`src/rtl/gray_fifo_ctrl_if.sv`:
```
// Handshake bundle between a FIFO's producer/consumer side and the
// gray_fifo_ctrl pointer controller.
interface gray_fifo_ctrl_if #(
  parameter int ADDR_W = 4
);
  logic              wr_req;
  logic              rd_req;
  logic              wr_en;
  logic              rd_en;
  logic [ADDR_W-1:0] wr_addr;
  logic [ADDR_W-1:0] rd_addr;
  logic [ADDR_W:0]   wr_ptr_gray;
  logic [ADDR_W:0]   rd_ptr_gray;
  logic              full;
  logic              empty;
  logic [ADDR_W:0]   count;
  logic              ovf;
  logic              unf;

  modport master (
    output wr_req, rd_req,
    input  wr_en, rd_en, wr_addr, rd_addr, wr_ptr_gray, rd_ptr_gray,
           full, empty, count, ovf, unf
  );

  modport slave (
    input  wr_req, rd_req,
    output wr_en, rd_en, wr_addr, rd_addr, wr_ptr_gray, rd_ptr_gray,
           full, empty, count, ovf, unf
  );
endinterface

```
`src/rtl/gray_fifo_ctrl.sv`:
```
// Single-clock FIFO pointer controller: binary pointers address storage, Gray
// copies are exported, and full/empty/count are registered from next-state pointers.
module gray_fifo_ctrl #(
  parameter int ADDR_W = 4
) (
  input logic             clk,
  input logic             rst,
  gray_fifo_ctrl_if.slave bus
);
  localparam int PW = ADDR_W + 1;

  logic [PW-1:0] r_wrBin;
  logic [PW-1:0] r_rdBin;
  logic [PW-1:0] r_wrGray;
  logic [PW-1:0] r_rdGray;
  logic [PW-1:0] r_count;
  logic          r_full;
  logic          r_empty;
  logic          r_ovf;
  logic          r_unf;

  logic          w_wrEn;
  logic          w_rdEn;
  logic [PW-1:0] w_wrBinNext;
  logic [PW-1:0] w_rdBinNext;
  logic [PW-1:0] w_wrGrayNext;
  logic [PW-1:0] w_rdGrayNext;
  logic          w_fullNext;
  logic          w_emptyNext;

  // Strobes are gated by the current flags, so a blocked request never moves a pointer.
  assign w_wrEn = bus.wr_req & ~r_full & ~rst;
  assign w_rdEn = bus.rd_req & ~r_empty & ~rst;

  assign w_wrBinNext  = r_wrBin + {{ADDR_W{1'b0}}, w_wrEn};
  assign w_rdBinNext  = r_rdBin + {{ADDR_W{1'b0}}, w_rdEn};
  assign w_wrGrayNext = w_wrBinNext ^ (w_wrBinNext >> 1);
  assign w_rdGrayNext = w_rdBinNext ^ (w_rdBinNext >> 1);

  // Full: write pointer is one lap ahead, which in Gray flips the top two bits.
  assign w_fullNext  = (w_wrGrayNext == {~w_rdGrayNext[PW-1:PW-2], w_rdGrayNext[PW-3:0]});
  assign w_emptyNext = (w_wrGrayNext == w_rdGrayNext);

  always_ff @(posedge clk) begin
    if (rst) begin
      r_wrBin  <= '0;
      r_rdBin  <= '0;
      r_wrGray <= '0;
      r_rdGray <= '0;
      r_count  <= '0;
      r_full   <= 1'b0;
      r_empty  <= 1'b1;
      r_ovf    <= 1'b0;
      r_unf    <= 1'b0;
    end else begin
      r_wrBin  <= w_wrBinNext;
      r_rdBin  <= w_rdBinNext;
      r_wrGray <= w_wrGrayNext;
      r_rdGray <= w_rdGrayNext;
      r_count  <= w_wrBinNext - w_rdBinNext;
      r_full   <= w_fullNext;
      r_empty  <= w_emptyNext;
      r_ovf    <= r_ovf | (bus.wr_req & r_full);
      r_unf    <= r_unf | (bus.rd_req & r_empty);
    end
  end

  assign bus.wr_en       = w_wrEn;
  assign bus.rd_en       = w_rdEn;
  assign bus.wr_addr     = r_wrBin[ADDR_W-1:0];
  assign bus.rd_addr     = r_rdBin[ADDR_W-1:0];
  assign bus.wr_ptr_gray = r_wrGray;
  assign bus.rd_ptr_gray = r_rdGray;
  assign bus.count       = r_count;
  assign bus.full        = r_full;
  assign bus.empty       = r_empty;
  assign bus.ovf         = r_ovf;
  assign bus.unf         = r_unf;
endmodule

```
`src/flat_wrapper.sv`:
```
// flat-port wrapper written by rule: the top's interface ports become plain ports
module gray_fifo_ctrl_flat 
#(
  parameter int ADDR_W = 4
)
  (clk, rst, bus_wr_req, bus_rd_req, bus_wr_en, bus_rd_en, bus_wr_addr, bus_rd_addr, bus_wr_ptr_gray, bus_rd_ptr_gray, bus_full, bus_empty, bus_count, bus_ovf, bus_unf);
  gray_fifo_ctrl_if #(.ADDR_W(ADDR_W)) bus_i ();
  input logic clk;
  input logic rst;
  input wire logic [$bits(bus_i.wr_req)-1:0] bus_wr_req;
  input wire logic [$bits(bus_i.rd_req)-1:0] bus_rd_req;
  output wire logic [$bits(bus_i.wr_en)-1:0] bus_wr_en;
  output wire logic [$bits(bus_i.rd_en)-1:0] bus_rd_en;
  output wire logic [$bits(bus_i.wr_addr)-1:0] bus_wr_addr;
  output wire logic [$bits(bus_i.rd_addr)-1:0] bus_rd_addr;
  output wire logic [$bits(bus_i.wr_ptr_gray)-1:0] bus_wr_ptr_gray;
  output wire logic [$bits(bus_i.rd_ptr_gray)-1:0] bus_rd_ptr_gray;
  output wire logic [$bits(bus_i.full)-1:0] bus_full;
  output wire logic [$bits(bus_i.empty)-1:0] bus_empty;
  output wire logic [$bits(bus_i.count)-1:0] bus_count;
  output wire logic [$bits(bus_i.ovf)-1:0] bus_ovf;
  output wire logic [$bits(bus_i.unf)-1:0] bus_unf;
  assign bus_i.wr_req = bus_wr_req;
  assign bus_i.rd_req = bus_rd_req;
  assign bus_wr_en = bus_i.wr_en;
  assign bus_rd_en = bus_i.rd_en;
  assign bus_wr_addr = bus_i.wr_addr;
  assign bus_rd_addr = bus_i.rd_addr;
  assign bus_wr_ptr_gray = bus_i.wr_ptr_gray;
  assign bus_rd_ptr_gray = bus_i.rd_ptr_gray;
  assign bus_full = bus_i.full;
  assign bus_empty = bus_i.empty;
  assign bus_count = bus_i.count;
  assign bus_ovf = bus_i.ovf;
  assign bus_unf = bus_i.unf;
  gray_fifo_ctrl #(.ADDR_W(ADDR_W)) u_core (.clk(clk), .rst(rst), .bus(bus_i));
endmodule
```
`config.mk`:
```
export PLATFORM = sky130hd
export DESIGN_NAME = gray_fifo_ctrl_flat
export DESIGN_NICKNAME = d
export VERILOG_FILES = /design/src/rtl/gray_fifo_ctrl_if.sv /design/src/rtl/gray_fifo_ctrl.sv /design/src/flat_wrapper.sv
export SDC_FILE = /design/constraint.sdc
export NUM_CORES = 1
export LEC_CHECK = 0
export CAP_MARGIN = 0
export CORE_MARGIN = 4
export CORE_UTILIZATION = 30
export DETAILED_ROUTE_END_ITERATION = 6
export PLACE_DENSITY = 0.67
export SLEW_MARGIN = 5
export SYNTH_ARGS = -nofsm -noshare
export SYNTH_HDL_FRONTEND = slang
export SYNTH_SLANG_ARGS = --single-unit
```
`constraint.sdc`:
```
create_clock -name clk -period 2.7 [get_ports clk]
set_clock_uncertainty 0.15 [all_clocks]
set_input_delay 0.405 -clock clk [delete_from_list [all_inputs] [get_ports clk]]
set_output_delay 0.405 -clock clk [all_outputs]
set_load 0.1 [all_outputs]
```
==> ci_impl_report.md <==
### Metrics collected by this job

| Metric | Value |
|---|---|
| Critical path fanouts, max | 5 |
| Yosys top cell by instances | dfxtp_1 |
| Post-synthesis sequential area ratio | 0.471 |
| Max-area cell share | 0.471 |
| Detailed-route vias per instance | 3.99 |
| Slowest-stage cell, CP | clkdlybuf4s50_1 |
| Clock buffer depth | 2 |
| Comb area share | 0.382 |
| Logic family by area | XOR/XNOR gates |
| Post-DP HPWL | 1.89 mm |
| CTS root buffer | clkbuf_8 |
| WP data required | 2720 ps |
| Ports | 33 |
| Global-route wire length before repair | 4.00 mm |
| H-tree depth | 1 |
| Switch share | 0.345 |
| WP depth | 11 |
| Hold depth | 2 |
| Num CTS Buffers | 3 |
| RSZ-0062 raised after global routing | no |
| Cell type with the largest total area | dfxtp_1 |
| DR DRC count | 0 |
| Worst hold start | u_core.bus.ovf |
| FILL cells | 357 |
| Tool Warnings | 27 |
| Worst VDD drop | 0.244 mV |
| Postcts setup bufs | 0 |
| Sw Pwr | 0.317 mW |
| Inst Count DP | 208 |
| Mapped Nets | 120 |
| Leading cell kind | logic gates |
| Nets | 177 |
| Place WS | -176 ps |
| Registers | 27 |
| Average size of a mapped cell | 10.6 um2 |
| Layout cells sized above 1 | 0.500 |
| R2r worst-path depth | 9 |
| CP delay by family, top | adder cells |
| Period utilisation layout | 0.963 |
| CP bufs+invs | 3 |
| Flop pwr share | 0.463 |
| N_taps | 48 |
| IO Port Bufs | 32 |
| Clock Pin Slew Worst Setup and Hold Paths | 90 ps |
| Gate Count Post-Synth | 108 |
| Remaining global-route overflow | 0 |
| Yosys warnings | 0 |
| Main power group | registers |
| Power, Total | 0.920 mW |
| Layout Cells excl Fill | 212 |
| Most used logic cell in the final layout | buf_4 |
| Die area | 4880 um2 |
| Yosys aoi share | 0.0316 |
| Area Overhead vs Synth | 57.5% |
| XOR Share, Synth | 0.228 |
| R2R Path End | u_core.bus.count[4] |
| Worst hold slack | 339 ps |
| Non-clk bufs | 55 |
| Vias | 845 |
| TNS Setup | 0 ps |
| DR iter-0 viols | 23 |
| Crit path launch type | input port |
| Post-Route WL | 2.31 mm |
| Worst-path cell chain | clkdlybuf4s50_1 -> buf_4 -> nor3b_4 -> ha_4 -> ha_4 -> fa_2 -> inv_1 -> a21oi_1 -> maj3_2 -> xor2_1 -> nor2_1 |
| Outcome | finished, final reports clean |
| Inverters | 6 |
| WL met2 | 1.13 mm |
| Non-Clock Buffer Area Fraction | 0.247 |
| Hold Crit Class | register to register |
| Largest net degree at the start of global routing | 22 |
| Comb group | 0.271 mW |
| Final non-filler cell area | 1810 um2 |
| Die span in x | 69.8 um |
| P_leak | 0.769 nW |
| Multi-input gates | 72 |
| Fp util | 0.311 |
| Post-synth cell types | 21 |
| Worst setup path startpoint | rst |
| Ys async rst share | 0 |
| ANT nets after route | 0 |
| Diodes inserted | 0 |
| ClkCell Share | 0.0256 |
| Crit path capture | u_core.bus.count[4] |
| Clock buffer count | 3 |
| Synth Register Bits | 27 |
| Top post-synthesis cells by count | 27 x dfxtp_1, 24 x nor2_1, 12 x xnor2_1 |
| R2R setup slack | 480 ps |
| Ys cells | 108 |
| Top layer in use | met3 |
| CTS Hold Bufs | 0 |
| Met3 Routed Length | 144 um |
| Met1 WL | 1.03 mm |
| CP dominant cell by count | ha_4 |
| Die span in y | 69.8 um |
| Core area | 3690 um2 |
| PwrDens | 509 nW/um2 |
| Slew @ Worst Pin | 283 ps |
| Max Clock Freq | 385 MHz |
| GR Util met3 | 0.0319 |
| CTS tree | yes |
| Crit Path Class | input port to register |
| Maximum Capacitance Violations | 0 |
| # rows | 22 |
| Top Layout Cells | 50 x buf_4, 25 x dfxtp_1, 24 x nor2_1 |
| Yosys Chip Area | 1150 um2 |
| CP peak stage delay | 400 ps |
| Worst slew margin | 0.811 |
| Setup violators final | 0 |
| R2r startpoint | u_core.bus.empty |
| Hold path endpoint | u_core.bus.ovf |
floorplan.png
Drawn at 6 px/um. Pins as bars on the die edge.
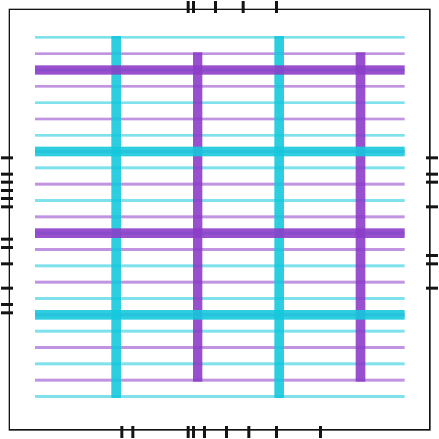
- VDD: purple
- VSS: cyan
- rows: 22
- met4 straps: 4

ff_map.png
Drawn at 6 px/um. Other sequential cells in the stronger grey, the rest of the logic in the fainter grey.
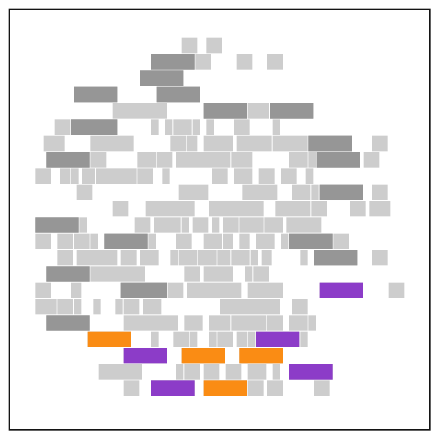
- u_core.r_wrBin: orange (flops 4; where bottom centre)
- u_core.bus.wr_ptr_gray: purple (flops 5)
- not coloured: 18
fraction of area in registers: 0.301
Core Util, Final: 0.490
register area: 543 um2
seq pwr: 0.426 mW

clock_wires.png
Drawn at 8 px/um.
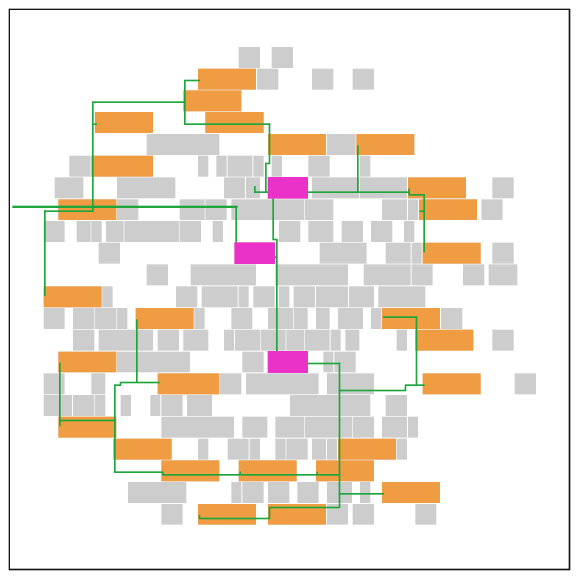
- clock-net drivers: magenta (count 3)
- flip-flops: orange (count 27)
- clock wires: green (length 303 um)
- routed clock nets: 4
- flops lie: all over the die
Late-Pin Clk Latency: 270 ps
clock power share: 0.242
Clk power: 0.223 mW

congestion_map.png
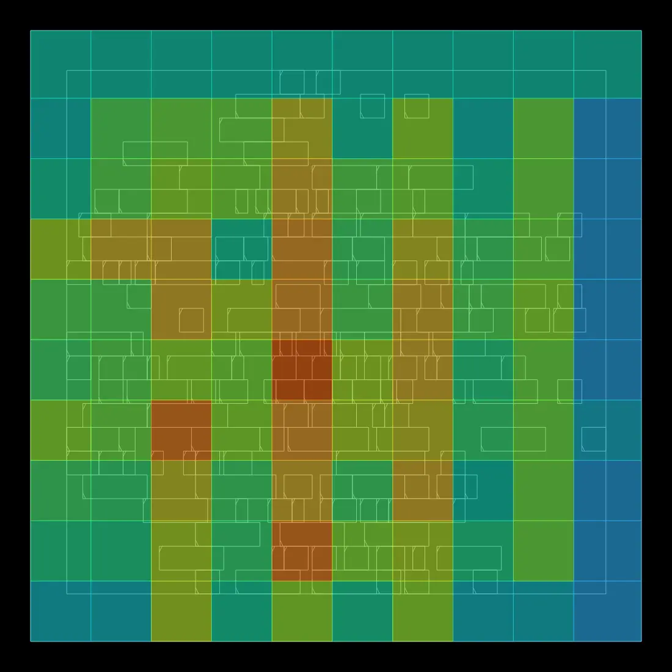
wire per inst: 10.9 um
grt peak-use layer: met2
grt met1 use: 0.122
grt met2 use: 0.170
total track usage: 0.100

Power is estimated from default activity; no workload was simulated.
